`config.mk`:
```
export PLATFORM = sky130hd
export DESIGN_NAME = ysyx_23060203_axi_arbiter_flat
export DESIGN_NICKNAME = d
export VERILOG_FILES = /design/src/rtl/ysyx_23060203_pkg.sv /design/src/rtl/axi_if.sv /design/src/rtl/ysyx_23060203_rr_pick2.sv /design/src/rtl/ysyx_23060203_axi_arbiter.sv /design/src/flat_wrapper.sv
export SDC_FILE = /design/constraint.sdc
export NUM_CORES = 1
export LEC_CHECK = 0
export CORE_AREA = 8 8 363 365
export CTS_BUF_LIST = sky130_fd_sc_hd__clkbuf_16
export DETAILED_ROUTE_END_ITERATION = 8
export DIE_AREA = 0 0 371 373
export GPL_ROUTABILITY_DRIVEN = 0
export PLACE_DENSITY = 0.3
export SKIP_CTS_REPAIR_TIMING = 1
export SLEW_MARGIN = 20
export SYNTH_ARGS = -nofsm -noshare
export SYNTH_HDL_FRONTEND = slang
export SYNTH_SLANG_ARGS = --single-unit
```
`constraint.sdc`:
```
create_clock -name clock -period 2.5 [get_ports clock]
set_input_delay 0.25 -clock clock [delete_from_list [all_inputs] [get_ports clock]]
set_output_delay 0.25 -clock clock [all_outputs]
set_load 0.05 [all_outputs]
```
`src/rtl/ysyx_23060203_pkg.sv`:
```
// Shared types and constants for the IFU/LSU memory-port arbiter.
// Latency: n/a (declarations only).
// Backpressure: n/a.
package ysyx_23060203_pkg;

    typedef enum logic [1:0] {
        RD_IDLE,
        RD_ADDR,
        RD_DATA
    } rd_state_t;

    typedef enum logic {
        WR_IDLE,
        WR_RESP
    } wr_state_t;

    // Read-burst owner encoding.
    localparam logic OWN_IFU = 1'b0;
    localparam logic OWN_LSU = 1'b1;

    // Simulation-only performance counter indices.
    localparam logic [1:0] PERF_ARB_IFU   = 2'd0;
    localparam logic [1:0] PERF_ARB_LSU   = 2'd1;
    localparam logic [1:0] PERF_ARB_STALL = 2'd2;
    localparam int         PERF_NUM       = 3;

endpackage

```
`src/rtl/axi_if.sv`:
```
// AXI4 bundle (AR/R/AW/W/B) shared by the arbiter's master-facing and memory-facing ports.
// Latency: n/a (wires only).
// Backpressure: standard AXI valid/ready on every channel.
interface axi_if #(
    parameter int ADDR_W = 32,
    parameter int DATA_W = 32,
    parameter int ID_W   = 4
);
    logic [ADDR_W-1:0]   araddr;
    logic [ID_W-1:0]     arid;
    logic [7:0]          arlen;
    logic [2:0]          arsize;
    logic [1:0]          arburst;
    logic                arvalid;
    logic                arready;

    logic [DATA_W-1:0]   rdata;
    logic [1:0]          rresp;
    logic                rlast;
    logic [ID_W-1:0]     rid;
    logic                rvalid;
    logic                rready;

    logic [ADDR_W-1:0]   awaddr;
    logic [ID_W-1:0]     awid;
    logic [7:0]          awlen;
    logic [2:0]          awsize;
    logic [1:0]          awburst;
    logic                awvalid;
    logic                awready;

    logic [DATA_W-1:0]   wdata;
    logic [DATA_W/8-1:0] wstrb;
    logic                wlast;
    logic                wvalid;
    logic                wready;

    logic [1:0]          bresp;
    logic [ID_W-1:0]     bid;
    logic                bvalid;
    logic                bready;

    // Slave side: the arbiter receives requests from an upstream master.
    modport in (
        input  araddr, arid, arlen, arsize, arburst, arvalid,
        output arready,
        output rdata, rresp, rlast, rid, rvalid,
        input  rready,
        input  awaddr, awid, awlen, awsize, awburst, awvalid,
        output awready,
        input  wdata, wstrb, wlast, wvalid,
        output wready,
        output bresp, bid, bvalid,
        input  bready
    );

    // Master side: the arbiter drives the memory port.
    modport out (
        output araddr, arid, arlen, arsize, arburst, arvalid,
        input  arready,
        input  rdata, rresp, rlast, rid, rvalid,
        output rready,
        output awaddr, awid, awlen, awsize, awburst, awvalid,
        input  awready,
        output wdata, wstrb, wlast, wvalid,
        input  wready,
        input  bresp, bid, bvalid,
        output bready
    );
endinterface

```
`src/rtl/ysyx_23060203_rr_pick2.sv`:
```
// Two-way read-owner pick: lone requester wins; ties go round-robin or to the LSU.
// Latency: combinational.
// Backpressure: none; the caller decides when the pick is used.
module ysyx_23060203_rr_pick2
    import ysyx_23060203_pkg::*;
#(
    parameter bit RR_EN = 1'b1
) (
    input  logic [1:0] req,        // [1]=LSU, [0]=IFU
    input  logic       last_owner,
    output logic       pick
);

    // Resolve the winner for this cycle's request pattern.
    always_comb begin
        pick = OWN_IFU;
        case (req)
            2'b01:   pick = OWN_IFU;
            2'b10:   pick = OWN_LSU;
            2'b11:   pick = RR_EN ? ~last_owner : OWN_LSU;
            default: pick = OWN_IFU;
        endcase
    end

endmodule

```
`src/rtl/ysyx_23060203_axi_arbiter.sv`:
```
// Shares one memory AXI port between IFU (read) and LSU (read+write); one read burst at a time.
// Latency: 1-cycle bubble from master arvalid to memory arvalid; R/AW/W/B pass combinationally.
// Backpressure: non-owner arready held 0; new read grants wait for any outstanding write response.
module ysyx_23060203_axi_arbiter
    import ysyx_23060203_pkg::*;
#(
    parameter bit RR_EN = 1'b1
) (
    input  logic clock,
    input  logic reset,
    axi_if.in    ifu_r,
    axi_if.in    lsu_r,
    axi_if.in    lsu_w,
    axi_if.out   mem_r,
    axi_if.out   mem_w
);

    rd_state_t rd_state, rd_state_nxt;
    wr_state_t wr_state, wr_state_nxt;
    // Latched on every grant and held until the next one, so it also serves as last_owner.
    logic      owner;
    logic      pick;
    logic      grant;
    logic [1:0] rd_req;
    logic      in_addr, in_data, wr_idle, wr_resp;
    logic      aw_done, w_done, aw_done_nxt, w_done_nxt;
    logic      aw_hs, w_hs, b_hs, ar_hs, r_last_hs;

    assign rd_req  = {lsu_r.arvalid, ifu_r.arvalid};
    assign in_addr = (rd_state == RD_ADDR);
    assign in_data = (rd_state == RD_DATA);
    // Reset gates the forwarded write valids/readies so nothing leaks out while held in reset.
    assign wr_idle = (wr_state == WR_IDLE) & reset;
    assign wr_resp = (wr_state == WR_RESP);

    ysyx_23060203_rr_pick2 #(.RR_EN(RR_EN)) u_pick (
        .req        (rd_req),
        .last_owner (owner),
        .pick       (pick)
    );

    // ---------------- write path (LSU only) ----------------
    assign mem_w.awaddr  = lsu_w.awaddr;
    assign mem_w.awid    = lsu_w.awid;
    assign mem_w.awlen   = lsu_w.awlen;
    assign mem_w.awsize  = lsu_w.awsize;
    assign mem_w.awburst = lsu_w.awburst;
    assign mem_w.wdata   = lsu_w.wdata;
    assign mem_w.wstrb   = lsu_w.wstrb;
    assign mem_w.wlast   = lsu_w.wlast;
    assign lsu_w.bresp   = mem_w.bresp;
    assign lsu_w.bid     = mem_w.bid;

    assign mem_w.awvalid = wr_idle & ~aw_done & lsu_w.awvalid;
    assign lsu_w.awready = wr_idle & ~aw_done & mem_w.awready;
    assign mem_w.wvalid  = wr_idle & ~w_done & lsu_w.wvalid;
    assign lsu_w.wready  = wr_idle & ~w_done & mem_w.wready;
    assign lsu_w.bvalid  = wr_resp & mem_w.bvalid;
    assign mem_w.bready  = wr_resp & lsu_w.bready;

    assign aw_hs = mem_w.awvalid & mem_w.awready;
    assign w_hs  = mem_w.wvalid & mem_w.wready;
    assign b_hs  = mem_w.bvalid & mem_w.bready;

    // Write FSM: collect AW and W in any order, then wait for the single B.
    always_comb begin
        wr_state_nxt = wr_state;
        aw_done_nxt  = aw_done;
        w_done_nxt   = w_done;
        case (wr_state)
            WR_IDLE: begin
                if ((aw_done | aw_hs) & (w_done | w_hs)) begin
                    wr_state_nxt = WR_RESP;
                    aw_done_nxt  = 1'b0;
                    w_done_nxt   = 1'b0;
                end else begin
                    aw_done_nxt  = aw_done | aw_hs;
                    w_done_nxt   = w_done | w_hs;
                end
            end
            WR_RESP: if (b_hs) wr_state_nxt = WR_IDLE;
            default: wr_state_nxt = WR_IDLE;
        endcase
    end

    // ---------------- read path ----------------
    // A write handshaking this cycle takes precedence; the read grant retries next cycle.
    assign grant = (rd_state == RD_IDLE) & (|rd_req) & (wr_state == WR_IDLE) & ~aw_hs & ~w_hs;

    assign mem_r.araddr  = (owner == OWN_LSU) ? lsu_r.araddr  : ifu_r.araddr;
    assign mem_r.arid    = (owner == OWN_LSU) ? lsu_r.arid    : ifu_r.arid;
    assign mem_r.arlen   = (owner == OWN_LSU) ? lsu_r.arlen   : ifu_r.arlen;
    assign mem_r.arsize  = (owner == OWN_LSU) ? lsu_r.arsize  : ifu_r.arsize;
    assign mem_r.arburst = (owner == OWN_LSU) ? lsu_r.arburst : ifu_r.arburst;
    assign mem_r.arvalid = in_addr & ((owner == OWN_LSU) ? lsu_r.arvalid : ifu_r.arvalid);
    assign mem_r.rready  = in_data & ((owner == OWN_LSU) ? lsu_r.rready  : ifu_r.rready);

    assign ifu_r.arready = in_addr & (owner == OWN_IFU) & mem_r.arready;
    assign lsu_r.arready = in_addr & (owner == OWN_LSU) & mem_r.arready;
    assign ifu_r.rvalid  = in_data & (owner == OWN_IFU) & mem_r.rvalid;
    assign lsu_r.rvalid  = in_data & (owner == OWN_LSU) & mem_r.rvalid;
    assign ifu_r.rdata   = mem_r.rdata;
    assign ifu_r.rresp   = mem_r.rresp;
    assign ifu_r.rlast   = mem_r.rlast;
    assign ifu_r.rid     = mem_r.rid;
    assign lsu_r.rdata   = mem_r.rdata;
    assign lsu_r.rresp   = mem_r.rresp;
    assign lsu_r.rlast   = mem_r.rlast;
    assign lsu_r.rid     = mem_r.rid;

    assign ar_hs     = mem_r.arvalid & mem_r.arready;
    assign r_last_hs = mem_r.rvalid & mem_r.rready & mem_r.rlast;

    // Read FSM: grant -> forward AR -> stream R until rlast.
    always_comb begin
        rd_state_nxt = rd_state;
        case (rd_state)
            RD_IDLE: if (grant)     rd_state_nxt = RD_ADDR;
            RD_ADDR: if (ar_hs)     rd_state_nxt = RD_DATA;
            RD_DATA: if (r_last_hs) rd_state_nxt = RD_IDLE;
            default:                rd_state_nxt = RD_IDLE;
        endcase
    end

    // State, owner and write-progress registers.
    always_ff @(posedge clock or negedge reset) begin
        if (!reset) begin
            rd_state <= RD_IDLE;
            wr_state <= WR_IDLE;
            owner    <= OWN_IFU;
            aw_done  <= 1'b0;
            w_done   <= 1'b0;
        end else begin
            rd_state <= rd_state_nxt;
            wr_state <= wr_state_nxt;
            aw_done  <= aw_done_nxt;
            w_done   <= w_done_nxt;
            if (grant) owner <= pick;
        end
    end

    // ---------------- unused channels of each port tie to idle ----------------
    assign ifu_r.awready = 1'b0;
    assign ifu_r.wready  = 1'b0;
    assign ifu_r.bvalid  = 1'b0;
    assign ifu_r.bresp   = '0;
    assign ifu_r.bid     = '0;
    assign lsu_r.awready = 1'b0;
    assign lsu_r.wready  = 1'b0;
    assign lsu_r.bvalid  = 1'b0;
    assign lsu_r.bresp   = '0;
    assign lsu_r.bid     = '0;
    assign lsu_w.arready = 1'b0;
    assign lsu_w.rvalid  = 1'b0;
    assign lsu_w.rdata   = '0;
    assign lsu_w.rresp   = '0;
    assign lsu_w.rlast   = 1'b0;
    assign lsu_w.rid     = '0;
    assign mem_r.awaddr  = '0;
    assign mem_r.awid    = '0;
    assign mem_r.awlen   = '0;
    assign mem_r.awsize  = '0;
    assign mem_r.awburst = '0;
    assign mem_r.awvalid = 1'b0;
    assign mem_r.wdata   = '0;
    assign mem_r.wstrb   = '0;
    assign mem_r.wlast   = 1'b0;
    assign mem_r.wvalid  = 1'b0;
    assign mem_r.bready  = 1'b0;
    assign mem_w.araddr  = '0;
    assign mem_w.arid    = '0;
    assign mem_w.arlen   = '0;
    assign mem_w.arsize  = '0;
    assign mem_w.arburst = '0;
    assign mem_w.arvalid = 1'b0;
    assign mem_w.rready  = 1'b0;

`ifndef SYNTHESIS
    logic [31:0] perf_cnt [0:PERF_NUM-1];
    logic [1:0]  served;
    logic [1:0]  stalled;

    // Requests being served this cycle: a fresh grant, or the owner presenting AR.
    always_comb begin
        served = 2'b00;
        if (grant)        served = (pick  == OWN_LSU) ? 2'b10 : 2'b01;
        else if (in_addr) served = (owner == OWN_LSU) ? 2'b10 : 2'b01;
        stalled = rd_req & ~served;
    end

    // Grant counts per master and per-cycle count of requests held off by arbitration.
    always_ff @(posedge clock or negedge reset) begin
        if (!reset) begin
            for (int i = 0; i < PERF_NUM; i++) perf_cnt[i] <= '0;
        end else begin
            if (grant && pick == OWN_IFU) perf_cnt[PERF_ARB_IFU] <= perf_cnt[PERF_ARB_IFU] + 32'd1;
            if (grant && pick == OWN_LSU) perf_cnt[PERF_ARB_LSU] <= perf_cnt[PERF_ARB_LSU] + 32'd1;
            perf_cnt[PERF_ARB_STALL] <= perf_cnt[PERF_ARB_STALL]
                                      + 32'(stalled[0]) + 32'(stalled[1]);
        end
    end
`endif

endmodule

```
`src/flat_wrapper.sv`:
```
// flat-port wrapper written by rule: the top's interface ports become plain ports
module ysyx_23060203_axi_arbiter_flat import ysyx_23060203_pkg::*;
#(
    parameter bit RR_EN = 1'b1
)
  (clock, reset, ifu_r_araddr, ifu_r_arid, ifu_r_arlen, ifu_r_arsize, ifu_r_arburst, ifu_r_arvalid, ifu_r_arready, ifu_r_rdata, ifu_r_rresp, ifu_r_rlast, ifu_r_rid, ifu_r_rvalid, ifu_r_rready, ifu_r_awaddr, ifu_r_awid, ifu_r_awlen, ifu_r_awsize, ifu_r_awburst, ifu_r_awvalid, ifu_r_awready, ifu_r_wdata, ifu_r_wstrb, ifu_r_wlast, ifu_r_wvalid, ifu_r_wready, ifu_r_bresp, ifu_r_bid, ifu_r_bvalid, ifu_r_bready, lsu_r_araddr, lsu_r_arid, lsu_r_arlen, lsu_r_arsize, lsu_r_arburst, lsu_r_arvalid, lsu_r_arready, lsu_r_rdata, lsu_r_rresp, lsu_r_rlast, lsu_r_rid, lsu_r_rvalid, lsu_r_rready, lsu_r_awaddr, lsu_r_awid, lsu_r_awlen, lsu_r_awsize, lsu_r_awburst, lsu_r_awvalid, lsu_r_awready, lsu_r_wdata, lsu_r_wstrb, lsu_r_wlast, lsu_r_wvalid, lsu_r_wready, lsu_r_bresp, lsu_r_bid, lsu_r_bvalid, lsu_r_bready, lsu_w_araddr, lsu_w_arid, lsu_w_arlen, lsu_w_arsize, lsu_w_arburst, lsu_w_arvalid, lsu_w_arready, lsu_w_rdata, lsu_w_rresp, lsu_w_rlast, lsu_w_rid, lsu_w_rvalid, lsu_w_rready, lsu_w_awaddr, lsu_w_awid, lsu_w_awlen, lsu_w_awsize, lsu_w_awburst, lsu_w_awvalid, lsu_w_awready, lsu_w_wdata, lsu_w_wstrb, lsu_w_wlast, lsu_w_wvalid, lsu_w_wready, lsu_w_bresp, lsu_w_bid, lsu_w_bvalid, lsu_w_bready, mem_r_araddr, mem_r_arid, mem_r_arlen, mem_r_arsize, mem_r_arburst, mem_r_arvalid, mem_r_arready, mem_r_rdata, mem_r_rresp, mem_r_rlast, mem_r_rid, mem_r_rvalid, mem_r_rready, mem_r_awaddr, mem_r_awid, mem_r_awlen, mem_r_awsize, mem_r_awburst, mem_r_awvalid, mem_r_awready, mem_r_wdata, mem_r_wstrb, mem_r_wlast, mem_r_wvalid, mem_r_wready, mem_r_bresp, mem_r_bid, mem_r_bvalid, mem_r_bready, mem_w_araddr, mem_w_arid, mem_w_arlen, mem_w_arsize, mem_w_arburst, mem_w_arvalid, mem_w_arready, mem_w_rdata, mem_w_rresp, mem_w_rlast, mem_w_rid, mem_w_rvalid, mem_w_rready, mem_w_awaddr, mem_w_awid, mem_w_awlen, mem_w_awsize, mem_w_awburst, mem_w_awvalid, mem_w_awready, mem_w_wdata, mem_w_wstrb, mem_w_wlast, mem_w_wvalid, mem_w_wready, mem_w_bresp, mem_w_bid, mem_w_bvalid, mem_w_bready);
  axi_if ifu_r_i ();
  axi_if lsu_r_i ();
  axi_if lsu_w_i ();
  axi_if mem_r_i ();
  axi_if mem_w_i ();
  input  logic clock;
  input  logic reset;
  input wire logic [$bits(ifu_r_i.araddr)-1:0] ifu_r_araddr;
  input wire logic [$bits(ifu_r_i.arid)-1:0] ifu_r_arid;
  input wire logic [$bits(ifu_r_i.arlen)-1:0] ifu_r_arlen;
  input wire logic [$bits(ifu_r_i.arsize)-1:0] ifu_r_arsize;
  input wire logic [$bits(ifu_r_i.arburst)-1:0] ifu_r_arburst;
  input wire logic [$bits(ifu_r_i.arvalid)-1:0] ifu_r_arvalid;
  output wire logic [$bits(ifu_r_i.arready)-1:0] ifu_r_arready;
  output wire logic [$bits(ifu_r_i.rdata)-1:0] ifu_r_rdata;
  output wire logic [$bits(ifu_r_i.rresp)-1:0] ifu_r_rresp;
  output wire logic [$bits(ifu_r_i.rlast)-1:0] ifu_r_rlast;
  output wire logic [$bits(ifu_r_i.rid)-1:0] ifu_r_rid;
  output wire logic [$bits(ifu_r_i.rvalid)-1:0] ifu_r_rvalid;
  input wire logic [$bits(ifu_r_i.rready)-1:0] ifu_r_rready;
  input wire logic [$bits(ifu_r_i.awaddr)-1:0] ifu_r_awaddr;
  input wire logic [$bits(ifu_r_i.awid)-1:0] ifu_r_awid;
  input wire logic [$bits(ifu_r_i.awlen)-1:0] ifu_r_awlen;
  input wire logic [$bits(ifu_r_i.awsize)-1:0] ifu_r_awsize;
  input wire logic [$bits(ifu_r_i.awburst)-1:0] ifu_r_awburst;
  input wire logic [$bits(ifu_r_i.awvalid)-1:0] ifu_r_awvalid;
  output wire logic [$bits(ifu_r_i.awready)-1:0] ifu_r_awready;
  input wire logic [$bits(ifu_r_i.wdata)-1:0] ifu_r_wdata;
  input wire logic [$bits(ifu_r_i.wstrb)-1:0] ifu_r_wstrb;
  input wire logic [$bits(ifu_r_i.wlast)-1:0] ifu_r_wlast;
  input wire logic [$bits(ifu_r_i.wvalid)-1:0] ifu_r_wvalid;
  output wire logic [$bits(ifu_r_i.wready)-1:0] ifu_r_wready;
  output wire logic [$bits(ifu_r_i.bresp)-1:0] ifu_r_bresp;
  output wire logic [$bits(ifu_r_i.bid)-1:0] ifu_r_bid;
  output wire logic [$bits(ifu_r_i.bvalid)-1:0] ifu_r_bvalid;
  input wire logic [$bits(ifu_r_i.bready)-1:0] ifu_r_bready;
  input wire logic [$bits(lsu_r_i.araddr)-1:0] lsu_r_araddr;
  input wire logic [$bits(lsu_r_i.arid)-1:0] lsu_r_arid;
  input wire logic [$bits(lsu_r_i.arlen)-1:0] lsu_r_arlen;
  input wire logic [$bits(lsu_r_i.arsize)-1:0] lsu_r_arsize;
  input wire logic [$bits(lsu_r_i.arburst)-1:0] lsu_r_arburst;
  input wire logic [$bits(lsu_r_i.arvalid)-1:0] lsu_r_arvalid;
  output wire logic [$bits(lsu_r_i.arready)-1:0] lsu_r_arready;
  output wire logic [$bits(lsu_r_i.rdata)-1:0] lsu_r_rdata;
  output wire logic [$bits(lsu_r_i.rresp)-1:0] lsu_r_rresp;
  output wire logic [$bits(lsu_r_i.rlast)-1:0] lsu_r_rlast;
  output wire logic [$bits(lsu_r_i.rid)-1:0] lsu_r_rid;
  output wire logic [$bits(lsu_r_i.rvalid)-1:0] lsu_r_rvalid;
  input wire logic [$bits(lsu_r_i.rready)-1:0] lsu_r_rready;
  input wire logic [$bits(lsu_r_i.awaddr)-1:0] lsu_r_awaddr;
  input wire logic [$bits(lsu_r_i.awid)-1:0] lsu_r_awid;
  input wire logic [$bits(lsu_r_i.awlen)-1:0] lsu_r_awlen;
  input wire logic [$bits(lsu_r_i.awsize)-1:0] lsu_r_awsize;
  input wire logic [$bits(lsu_r_i.awburst)-1:0] lsu_r_awburst;
  input wire logic [$bits(lsu_r_i.awvalid)-1:0] lsu_r_awvalid;
  output wire logic [$bits(lsu_r_i.awready)-1:0] lsu_r_awready;
  input wire logic [$bits(lsu_r_i.wdata)-1:0] lsu_r_wdata;
  input wire logic [$bits(lsu_r_i.wstrb)-1:0] lsu_r_wstrb;
  input wire logic [$bits(lsu_r_i.wlast)-1:0] lsu_r_wlast;
  input wire logic [$bits(lsu_r_i.wvalid)-1:0] lsu_r_wvalid;
  output wire logic [$bits(lsu_r_i.wready)-1:0] lsu_r_wready;
  output wire logic [$bits(lsu_r_i.bresp)-1:0] lsu_r_bresp;
  output wire logic [$bits(lsu_r_i.bid)-1:0] lsu_r_bid;
  output wire logic [$bits(lsu_r_i.bvalid)-1:0] lsu_r_bvalid;
  input wire logic [$bits(lsu_r_i.bready)-1:0] lsu_r_bready;
  input wire logic [$bits(lsu_w_i.araddr)-1:0] lsu_w_araddr;
  input wire logic [$bits(lsu_w_i.arid)-1:0] lsu_w_arid;
  input wire logic [$bits(lsu_w_i.arlen)-1:0] lsu_w_arlen;
  input wire logic [$bits(lsu_w_i.arsize)-1:0] lsu_w_arsize;
  input wire logic [$bits(lsu_w_i.arburst)-1:0] lsu_w_arburst;
  input wire logic [$bits(lsu_w_i.arvalid)-1:0] lsu_w_arvalid;
  output wire logic [$bits(lsu_w_i.arready)-1:0] lsu_w_arready;
  output wire logic [$bits(lsu_w_i.rdata)-1:0] lsu_w_rdata;
  output wire logic [$bits(lsu_w_i.rresp)-1:0] lsu_w_rresp;
  output wire logic [$bits(lsu_w_i.rlast)-1:0] lsu_w_rlast;
  output wire logic [$bits(lsu_w_i.rid)-1:0] lsu_w_rid;
  output wire logic [$bits(lsu_w_i.rvalid)-1:0] lsu_w_rvalid;
  input wire logic [$bits(lsu_w_i.rready)-1:0] lsu_w_rready;
  input wire logic [$bits(lsu_w_i.awaddr)-1:0] lsu_w_awaddr;
  input wire logic [$bits(lsu_w_i.awid)-1:0] lsu_w_awid;
  input wire logic [$bits(lsu_w_i.awlen)-1:0] lsu_w_awlen;
  input wire logic [$bits(lsu_w_i.awsize)-1:0] lsu_w_awsize;
  input wire logic [$bits(lsu_w_i.awburst)-1:0] lsu_w_awburst;
  input wire logic [$bits(lsu_w_i.awvalid)-1:0] lsu_w_awvalid;
  output wire logic [$bits(lsu_w_i.awready)-1:0] lsu_w_awready;
  input wire logic [$bits(lsu_w_i.wdata)-1:0] lsu_w_wdata;
  input wire logic [$bits(lsu_w_i.wstrb)-1:0] lsu_w_wstrb;
  input wire logic [$bits(lsu_w_i.wlast)-1:0] lsu_w_wlast;
  input wire logic [$bits(lsu_w_i.wvalid)-1:0] lsu_w_wvalid;
  output wire logic [$bits(lsu_w_i.wready)-1:0] lsu_w_wready;
  output wire logic [$bits(lsu_w_i.bresp)-1:0] lsu_w_bresp;
  output wire logic [$bits(lsu_w_i.bid)-1:0] lsu_w_bid;
  output wire logic [$bits(lsu_w_i.bvalid)-1:0] lsu_w_bvalid;
  input wire logic [$bits(lsu_w_i.bready)-1:0] lsu_w_bready;
  output wire logic [$bits(mem_r_i.araddr)-1:0] mem_r_araddr;
  output wire logic [$bits(mem_r_i.arid)-1:0] mem_r_arid;
  output wire logic [$bits(mem_r_i.arlen)-1:0] mem_r_arlen;
  output wire logic [$bits(mem_r_i.arsize)-1:0] mem_r_arsize;
  output wire logic [$bits(mem_r_i.arburst)-1:0] mem_r_arburst;
  output wire logic [$bits(mem_r_i.arvalid)-1:0] mem_r_arvalid;
  input wire logic [$bits(mem_r_i.arready)-1:0] mem_r_arready;
  input wire logic [$bits(mem_r_i.rdata)-1:0] mem_r_rdata;
  input wire logic [$bits(mem_r_i.rresp)-1:0] mem_r_rresp;
  input wire logic [$bits(mem_r_i.rlast)-1:0] mem_r_rlast;
  input wire logic [$bits(mem_r_i.rid)-1:0] mem_r_rid;
  input wire logic [$bits(mem_r_i.rvalid)-1:0] mem_r_rvalid;
  output wire logic [$bits(mem_r_i.rready)-1:0] mem_r_rready;
  output wire logic [$bits(mem_r_i.awaddr)-1:0] mem_r_awaddr;
  output wire logic [$bits(mem_r_i.awid)-1:0] mem_r_awid;
  output wire logic [$bits(mem_r_i.awlen)-1:0] mem_r_awlen;
  output wire logic [$bits(mem_r_i.awsize)-1:0] mem_r_awsize;
  output wire logic [$bits(mem_r_i.awburst)-1:0] mem_r_awburst;
  output wire logic [$bits(mem_r_i.awvalid)-1:0] mem_r_awvalid;
  input wire logic [$bits(mem_r_i.awready)-1:0] mem_r_awready;
  output wire logic [$bits(mem_r_i.wdata)-1:0] mem_r_wdata;
  output wire logic [$bits(mem_r_i.wstrb)-1:0] mem_r_wstrb;
  output wire logic [$bits(mem_r_i.wlast)-1:0] mem_r_wlast;
  output wire logic [$bits(mem_r_i.wvalid)-1:0] mem_r_wvalid;
  input wire logic [$bits(mem_r_i.wready)-1:0] mem_r_wready;
  input wire logic [$bits(mem_r_i.bresp)-1:0] mem_r_bresp;
  input wire logic [$bits(mem_r_i.bid)-1:0] mem_r_bid;
  input wire logic [$bits(mem_r_i.bvalid)-1:0] mem_r_bvalid;
  output wire logic [$bits(mem_r_i.bready)-1:0] mem_r_bready;
  output wire logic [$bits(mem_w_i.araddr)-1:0] mem_w_araddr;
  output wire logic [$bits(mem_w_i.arid)-1:0] mem_w_arid;
  output wire logic [$bits(mem_w_i.arlen)-1:0] mem_w_arlen;
  output wire logic [$bits(mem_w_i.arsize)-1:0] mem_w_arsize;
  output wire logic [$bits(mem_w_i.arburst)-1:0] mem_w_arburst;
  output wire logic [$bits(mem_w_i.arvalid)-1:0] mem_w_arvalid;
  input wire logic [$bits(mem_w_i.arready)-1:0] mem_w_arready;
  input wire logic [$bits(mem_w_i.rdata)-1:0] mem_w_rdata;
  input wire logic [$bits(mem_w_i.rresp)-1:0] mem_w_rresp;
  input wire logic [$bits(mem_w_i.rlast)-1:0] mem_w_rlast;
  input wire logic [$bits(mem_w_i.rid)-1:0] mem_w_rid;
  input wire logic [$bits(mem_w_i.rvalid)-1:0] mem_w_rvalid;
  output wire logic [$bits(mem_w_i.rready)-1:0] mem_w_rready;
  output wire logic [$bits(mem_w_i.awaddr)-1:0] mem_w_awaddr;
  output wire logic [$bits(mem_w_i.awid)-1:0] mem_w_awid;
  output wire logic [$bits(mem_w_i.awlen)-1:0] mem_w_awlen;
  output wire logic [$bits(mem_w_i.awsize)-1:0] mem_w_awsize;
  output wire logic [$bits(mem_w_i.awburst)-1:0] mem_w_awburst;
  output wire logic [$bits(mem_w_i.awvalid)-1:0] mem_w_awvalid;
  input wire logic [$bits(mem_w_i.awready)-1:0] mem_w_awready;
  output wire logic [$bits(mem_w_i.wdata)-1:0] mem_w_wdata;
  output wire logic [$bits(mem_w_i.wstrb)-1:0] mem_w_wstrb;
  output wire logic [$bits(mem_w_i.wlast)-1:0] mem_w_wlast;
  output wire logic [$bits(mem_w_i.wvalid)-1:0] mem_w_wvalid;
  input wire logic [$bits(mem_w_i.wready)-1:0] mem_w_wready;
  input wire logic [$bits(mem_w_i.bresp)-1:0] mem_w_bresp;
  input wire logic [$bits(mem_w_i.bid)-1:0] mem_w_bid;
  input wire logic [$bits(mem_w_i.bvalid)-1:0] mem_w_bvalid;
  output wire logic [$bits(mem_w_i.bready)-1:0] mem_w_bready;
  assign ifu_r_i.araddr = ifu_r_araddr;
  assign ifu_r_i.arid = ifu_r_arid;
  assign ifu_r_i.arlen = ifu_r_arlen;
  assign ifu_r_i.arsize = ifu_r_arsize;
  assign ifu_r_i.arburst = ifu_r_arburst;
  assign ifu_r_i.arvalid = ifu_r_arvalid;
  assign ifu_r_arready = ifu_r_i.arready;
  assign ifu_r_rdata = ifu_r_i.rdata;
  assign ifu_r_rresp = ifu_r_i.rresp;
  assign ifu_r_rlast = ifu_r_i.rlast;
  assign ifu_r_rid = ifu_r_i.rid;
  assign ifu_r_rvalid = ifu_r_i.rvalid;
  assign ifu_r_i.rready = ifu_r_rready;
  assign ifu_r_i.awaddr = ifu_r_awaddr;
  assign ifu_r_i.awid = ifu_r_awid;
  assign ifu_r_i.awlen = ifu_r_awlen;
  assign ifu_r_i.awsize = ifu_r_awsize;
  assign ifu_r_i.awburst = ifu_r_awburst;
  assign ifu_r_i.awvalid = ifu_r_awvalid;
  assign ifu_r_awready = ifu_r_i.awready;
  assign ifu_r_i.wdata = ifu_r_wdata;
  assign ifu_r_i.wstrb = ifu_r_wstrb;
  assign ifu_r_i.wlast = ifu_r_wlast;
  assign ifu_r_i.wvalid = ifu_r_wvalid;
  assign ifu_r_wready = ifu_r_i.wready;
  assign ifu_r_bresp = ifu_r_i.bresp;
  assign ifu_r_bid = ifu_r_i.bid;
  assign ifu_r_bvalid = ifu_r_i.bvalid;
  assign ifu_r_i.bready = ifu_r_bready;
  assign lsu_r_i.araddr = lsu_r_araddr;
  assign lsu_r_i.arid = lsu_r_arid;
  assign lsu_r_i.arlen = lsu_r_arlen;
  assign lsu_r_i.arsize = lsu_r_arsize;
  assign lsu_r_i.arburst = lsu_r_arburst;
  assign lsu_r_i.arvalid = lsu_r_arvalid;
  assign lsu_r_arready = lsu_r_i.arready;
  assign lsu_r_rdata = lsu_r_i.rdata;
  assign lsu_r_rresp = lsu_r_i.rresp;
  assign lsu_r_rlast = lsu_r_i.rlast;
  assign lsu_r_rid = lsu_r_i.rid;
  assign lsu_r_rvalid = lsu_r_i.rvalid;
  assign lsu_r_i.rready = lsu_r_rready;
  assign lsu_r_i.awaddr = lsu_r_awaddr;
  assign lsu_r_i.awid = lsu_r_awid;
  assign lsu_r_i.awlen = lsu_r_awlen;
  assign lsu_r_i.awsize = lsu_r_awsize;
  assign lsu_r_i.awburst = lsu_r_awburst;
  assign lsu_r_i.awvalid = lsu_r_awvalid;
  assign lsu_r_awready = lsu_r_i.awready;
  assign lsu_r_i.wdata = lsu_r_wdata;
  assign lsu_r_i.wstrb = lsu_r_wstrb;
  assign lsu_r_i.wlast = lsu_r_wlast;
  assign lsu_r_i.wvalid = lsu_r_wvalid;
  assign lsu_r_wready = lsu_r_i.wready;
  assign lsu_r_bresp = lsu_r_i.bresp;
  assign lsu_r_bid = lsu_r_i.bid;
  assign lsu_r_bvalid = lsu_r_i.bvalid;
  assign lsu_r_i.bready = lsu_r_bready;
  assign lsu_w_i.araddr = lsu_w_araddr;
  assign lsu_w_i.arid = lsu_w_arid;
  assign lsu_w_i.arlen = lsu_w_arlen;
  assign lsu_w_i.arsize = lsu_w_arsize;
  assign lsu_w_i.arburst = lsu_w_arburst;
  assign lsu_w_i.arvalid = lsu_w_arvalid;
  assign lsu_w_arready = lsu_w_i.arready;
  assign lsu_w_rdata = lsu_w_i.rdata;
  assign lsu_w_rresp = lsu_w_i.rresp;
  assign lsu_w_rlast = lsu_w_i.rlast;
  assign lsu_w_rid = lsu_w_i.rid;
  assign lsu_w_rvalid = lsu_w_i.rvalid;
  assign lsu_w_i.rready = lsu_w_rready;
  assign lsu_w_i.awaddr = lsu_w_awaddr;
  assign lsu_w_i.awid = lsu_w_awid;
  assign lsu_w_i.awlen = lsu_w_awlen;
  assign lsu_w_i.awsize = lsu_w_awsize;
  assign lsu_w_i.awburst = lsu_w_awburst;
  assign lsu_w_i.awvalid = lsu_w_awvalid;
  assign lsu_w_awready = lsu_w_i.awready;
  assign lsu_w_i.wdata = lsu_w_wdata;
  assign lsu_w_i.wstrb = lsu_w_wstrb;
  assign lsu_w_i.wlast = lsu_w_wlast;
  assign lsu_w_i.wvalid = lsu_w_wvalid;
  assign lsu_w_wready = lsu_w_i.wready;
  assign lsu_w_bresp = lsu_w_i.bresp;
  assign lsu_w_bid = lsu_w_i.bid;
  assign lsu_w_bvalid = lsu_w_i.bvalid;
  assign lsu_w_i.bready = lsu_w_bready;
  assign mem_r_araddr = mem_r_i.araddr;
  assign mem_r_arid = mem_r_i.arid;
  assign mem_r_arlen = mem_r_i.arlen;
  assign mem_r_arsize = mem_r_i.arsize;
  assign mem_r_arburst = mem_r_i.arburst;
  assign mem_r_arvalid = mem_r_i.arvalid;
  assign mem_r_i.arready = mem_r_arready;
  assign mem_r_i.rdata = mem_r_rdata;
  assign mem_r_i.rresp = mem_r_rresp;
  assign mem_r_i.rlast = mem_r_rlast;
  assign mem_r_i.rid = mem_r_rid;
  assign mem_r_i.rvalid = mem_r_rvalid;
  assign mem_r_rready = mem_r_i.rready;
  assign mem_r_awaddr = mem_r_i.awaddr;
  assign mem_r_awid = mem_r_i.awid;
  assign mem_r_awlen = mem_r_i.awlen;
  assign mem_r_awsize = mem_r_i.awsize;
  assign mem_r_awburst = mem_r_i.awburst;
  assign mem_r_awvalid = mem_r_i.awvalid;
  assign mem_r_i.awready = mem_r_awready;
  assign mem_r_wdata = mem_r_i.wdata;
  assign mem_r_wstrb = mem_r_i.wstrb;
  assign mem_r_wlast = mem_r_i.wlast;
  assign mem_r_wvalid = mem_r_i.wvalid;
  assign mem_r_i.wready = mem_r_wready;
  assign mem_r_i.bresp = mem_r_bresp;
  assign mem_r_i.bid = mem_r_bid;
  assign mem_r_i.bvalid = mem_r_bvalid;
  assign mem_r_bready = mem_r_i.bready;
  assign mem_w_araddr = mem_w_i.araddr;
  assign mem_w_arid = mem_w_i.arid;
  assign mem_w_arlen = mem_w_i.arlen;
  assign mem_w_arsize = mem_w_i.arsize;
  assign mem_w_arburst = mem_w_i.arburst;
  assign mem_w_arvalid = mem_w_i.arvalid;
  assign mem_w_i.arready = mem_w_arready;
  assign mem_w_i.rdata = mem_w_rdata;
  assign mem_w_i.rresp = mem_w_rresp;
  assign mem_w_i.rlast = mem_w_rlast;
  assign mem_w_i.rid = mem_w_rid;
  assign mem_w_i.rvalid = mem_w_rvalid;
  assign mem_w_rready = mem_w_i.rready;
  assign mem_w_awaddr = mem_w_i.awaddr;
  assign mem_w_awid = mem_w_i.awid;
  assign mem_w_awlen = mem_w_i.awlen;
  assign mem_w_awsize = mem_w_i.awsize;
  assign mem_w_awburst = mem_w_i.awburst;
  assign mem_w_awvalid = mem_w_i.awvalid;
  assign mem_w_i.awready = mem_w_awready;
  assign mem_w_wdata = mem_w_i.wdata;
  assign mem_w_wstrb = mem_w_i.wstrb;
  assign mem_w_wlast = mem_w_i.wlast;
  assign mem_w_wvalid = mem_w_i.wvalid;
  assign mem_w_i.wready = mem_w_wready;
  assign mem_w_i.bresp = mem_w_bresp;
  assign mem_w_i.bid = mem_w_bid;
  assign mem_w_i.bvalid = mem_w_bvalid;
  assign mem_w_bready = mem_w_i.bready;
  ysyx_23060203_axi_arbiter #(.RR_EN(RR_EN)) u_core (.clock(clock), .reset(reset), .ifu_r(ifu_r_i), .lsu_r(lsu_r_i), .lsu_w(lsu_w_i), .mem_r(mem_r_i), .mem_w(mem_w_i));
endmodule
```
Cell placement:
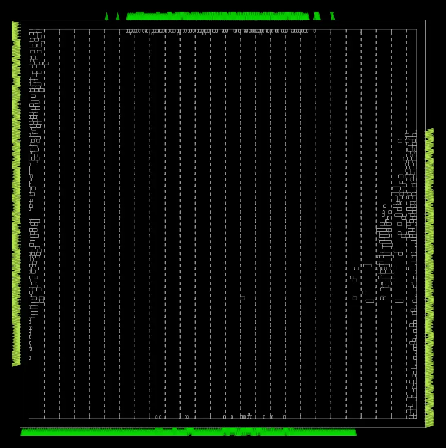
row cnt: 131
core area: 126400 µm²

I/O nets highlighted:
The bar under the picture is 100 µm long.
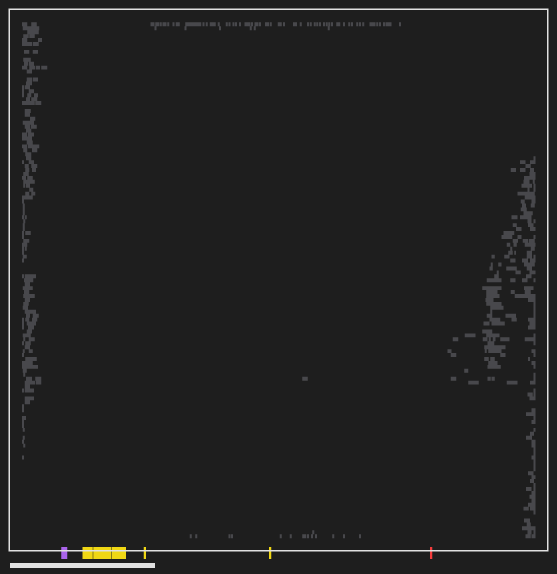
- yellow: ifu_r_wdata (direction input; edge south; end cells 0; buffers 0)
- purple: ifu_r_awid (direction input; edge south; end cells 0; buffers 0)
- red: lsu_w_arvalid (direction input; edge south; end cells 0; buffers 0)

Metal layers overlaid:
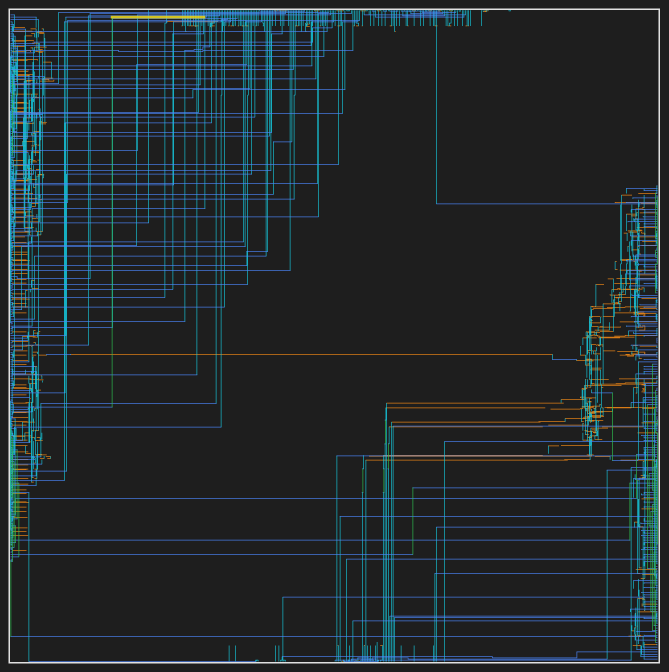
- green: met4 (wire length 1450 µm)
- blue: met3 (wire length 13400 µm)
- orange: met1 (wire length 3700 µm)
- yellow: met5 (wire length 52.4 µm)
- cyan: met2 (wire length 14000 µm)

Placed cells, one colour a class:
Fill, decap, tap and diode cells in grey.
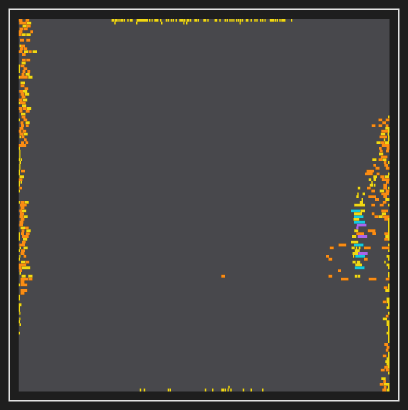
- yellow: all other logic (cells 290)
- orange: other buffers and delay cells (cells 178)
- cyan: flip-flops (cells 6)
- purple: clock drivers and dummy loads (cells 4)

Cell sizes after repair:
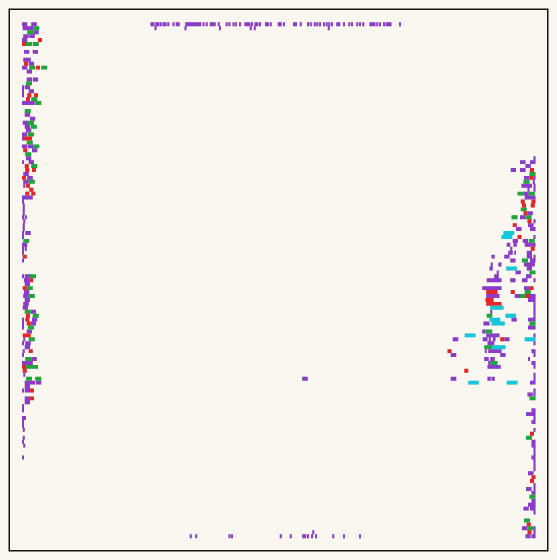
- red: drive 3 to 4 (cells 56; share 12%; most used buf_4)
- cyan: drive 6 and up (cells 12; share 2.5%; most used buf_12)
- green: drive 2 (cells 54; share 11%; most used mux2_2)
- purple: drive 1 or less (cells 356; share 74%; most used conb_1)

==> area by class of cell <==
| cell class | count | share of cell area |
|---|---|---|
| well taps | 1662 | 0.3690 |
| repair buffers | 178 | 0.3086 |
| multi-input cells | 288 | 0.2798 |
| flip-flops and latches | 6 | 0.02731 |
| clock buffers | 3 | 0.01332 |
| inverters | 2 | 0.001332 |
| clock inverters | 1 | 0.0006661 |
==> routing by layer <==
layer  routed length, µm  part of all wire
met3               13430              0.41
met5                  52            0.0016
met2               14050              0.43
met4                1450             0.044
met1                3698              0.11
==> synth_stat cells (all sizes together) <==
library cell  count  area, µm²
a221oi            1      8.760
buf             375       2820
nand2             3      11.26
o21ai             3      15.01
nand3             3      20.02
mux2i             2      20.02
nor4              1      21.27
a41oi             1      8.760
a311oi            1      8.760
a21oi             2      10.01
nand2b            1      6.260
nor2b             4      25.02
nor3b             2      25.02
and3              2      12.51
and2              6      40.03
nor2              6      22.52
dfrtp             6      150.1
mux2             50      566.8
conb              1      3.750
clkbuf            1      13.76
a21boi            1      7.510
inv               2      7.510
==> path summary, 6_finish.rpt <==
| kind | from | endpoint | slack (ns) | cells past startpoint |
|---|---|---|---|---|
| min in group clock | mem_r_rdata[0] | ifu_r_rdata[0] | 0.50 | 0 |
| hold / removal | reset | u_core.w_done | 0.32 | 2 |
| hold reg to reg | u_core.w_done | u_core.w_done | 0.55 | 2 |
| setup / recovery | u_core.rd_state[1] | ifu_r_rvalid | 0.33 | 4 |
| setup reg to reg | u_core.wr_resp | u_core.owner | 1.02 | 4 |
| max in group asynchronous | reset | u_core.owner | 2.03 | 2 |
==> worst max-delay path, stage by stage, from the launching register on <==
cell	delay [ns]
dfrtp_1	0.42
nor2b_1	0.26
nand2_1	0.08
nor2_1	0.10
clkdlybuf4s50_1	0.83
==> logic make-up (layout without fill, tap and decap cells) <==
group | count (synthesis) | count (layout)
AOI/OAI and AO/OA | 9 | 9
other | 1 | 199
muxes | 52 | 52
buffers and inverters | 378 | 184
DFF | 6 | 6
and+or+nand+nor | 28 | 28
==> per-stage QoR <==
step	power, mW	std cells	hold slack (ns)	setup WS (ns)
after global routing	3.947	2140	0.3375	0.2170
final	3.751	2140	0.3235	0.3348
after global placement	3.578	2136	0.5003	0.4965
after detailed placement	3.551	2136	0.5003	0.4790
after CTS	3.827	2140	0.3307	0.2940
after floorplan	3.581	672	-0.04559	0.8959
==> sequential cells by signal, summed over array words and instances (netlist names) <==
signal and flops:
u_core.rd_state 2, u_core.aw_done 1, u_core.owner 1, u_core.w_done 1, u_core.wr_resp 1
==> power by group through the flow <==
stage / logic, mW / clock network (mW) / registers [mW]
after CTS: 3.30 / 0.268 / 0.264
after floorplan: 3.40 / 0 / 0.183
after global placement: 3.32 / 0 / 0.263
after global routing: 3.40 / 0.276 / 0.272
final: 3.23 / 0.262 / 0.254
after detailed placement: 3.29 / 0 / 0.264
==> flow_metrics.env <==
# flow metrics
export IMPL_cts_buffer_depth=2
export IMPL_fmax_mhz=461.8
export IMPL_cts_sinks=6
export IMPL_final_util=0.04459
export IMPL_initial_utilization=0.03027
export IMPL_simple_gate_area_frac=0.04809
export IMPL_cp_start_kind="flip-flop"
export IMPL_htree_levels=1
export IMPL_ys_sh_aoi=0.01537
export IMPL_layout_top_cells="199 x conb_1, 116 x clkdlybuf4s50_1, 53 x buf_4"
export IMPL_pwr_share_seq=0.068
export IMPL_power_density_nw_per_um2=665.7
export IMPL_synth_cell_types=27
export IMPL_tool_warnings=305
export IMPL_portBuffers=175
export IMPL_fin_skew_ns=0.001446
export IMPL_viasPerCell=1.132
export IMPL_outcome="completed"
export IMPL_drt_wirelength_per_cell_um=15.27
export IMPL_cts_reportedPaths_clkPinSlew_ns=0.03
export IMPL_clock_latency_ns=0.23
export IMPL_grt_start_max_net_pins=33
export IMPL_logic_area_um2=1577
export IMPL_max_vdd_ir_drop_mv=0.2998
export IMPL_die_area_um2=138400
export IMPL_use_met3=0.08088
export IMPL_required_ns=2.25
export IMPL_grt_pass1_vias=2795
export IMPL_drtPass1Iterations=5
export IMPL_cts_buffers=3
export IMPL_syn_area_per_cell_um2=8.069
export IMPL_p_leak_nw=1.855
export IMPL_drt_iter0_drc=30
export IMPL_synth_seq_share=0.03925
export IMPL_fin_crit_sh=0.8661
export IMPL_clock_power_share=0.070
export IMPL_slew_violations=0
export IMPL_grt_ovfl_total=0
export IMPL_yosys_area_um2=3825
export IMPL_hold_path_class="in -> async"
export IMPL_place_hpwl_um=32080
export IMPL_cts_tree="yes"
export IMPL_nFillCells=15030
export IMPL_cap_violations=0
export IMPL_synth_adder_area_share=0
export IMPL_p_switching_mw=2.369
export IMPL_worst_slew_pin_slew_ns=0.5093
export IMPL_syn2layout_area_growth_pct=47.33
export IMPL_yosys_cells=474
export IMPL_grt_use_met2=0.06917
export IMPL_synthCells=474
export IMPL_post_route_min_period_ns=2.165
export IMPL_fin_nets=1001
export IMPL_power_frac_comb=0.862
export IMPL_antenna_found_initial=5
export IMPL_drcViolationCount=0
export IMPL_root_buffer="clkbuf_16"
export IMPL_rsz0062_at_grt="no"
export IMPL_final_common_cell="conb_1"
export IMPL_critPathKind="reg -> out"
export IMPL_hold_viol=0
export IMPL_xor_area_frac=0
export IMPL_worstPathArrival_ns=1.92
export IMPL_seq_area_um2=153.9
export IMPL_worst_path_max_fanout=4
export IMPL_ys_sh_mux=0.1534
export IMPL_ant_nets=0
export IMPL_wl_um=32680
export IMPL_num_antenna_cells=0
export IMPL_ys_flops=6
export IMPL_setup_violations=0
export IMPL_ys_top_logic_family="buffers and inverters"
export IMPL_swShare=0.6316
export IMPL_p_int_mw=1.382
export IMPL_via_count=2423
export IMPL_layout_drive_gt1_share=0.2552
export IMPL_end_kind="output port"
export IMPL_grt_util_all_layers=0.04305
export IMPL_grt_pass1_wl_um=37060
export IMPL_io_pins=952
export IMPL_place_area_um2=5557
export IMPL_die_x_um=371
export IMPL_fin_area_um2=5635
export IMPL_ys_warnings_count=0
export IMPL_busiest_layer="met3"
export IMPL_fp_dieH_um=373
export IMPL_syn_area_um2=3825
export IMPL_use_met1=0.01280
export IMPL_setup_tns_ns=0
Power and IR drop assume default switching activity.
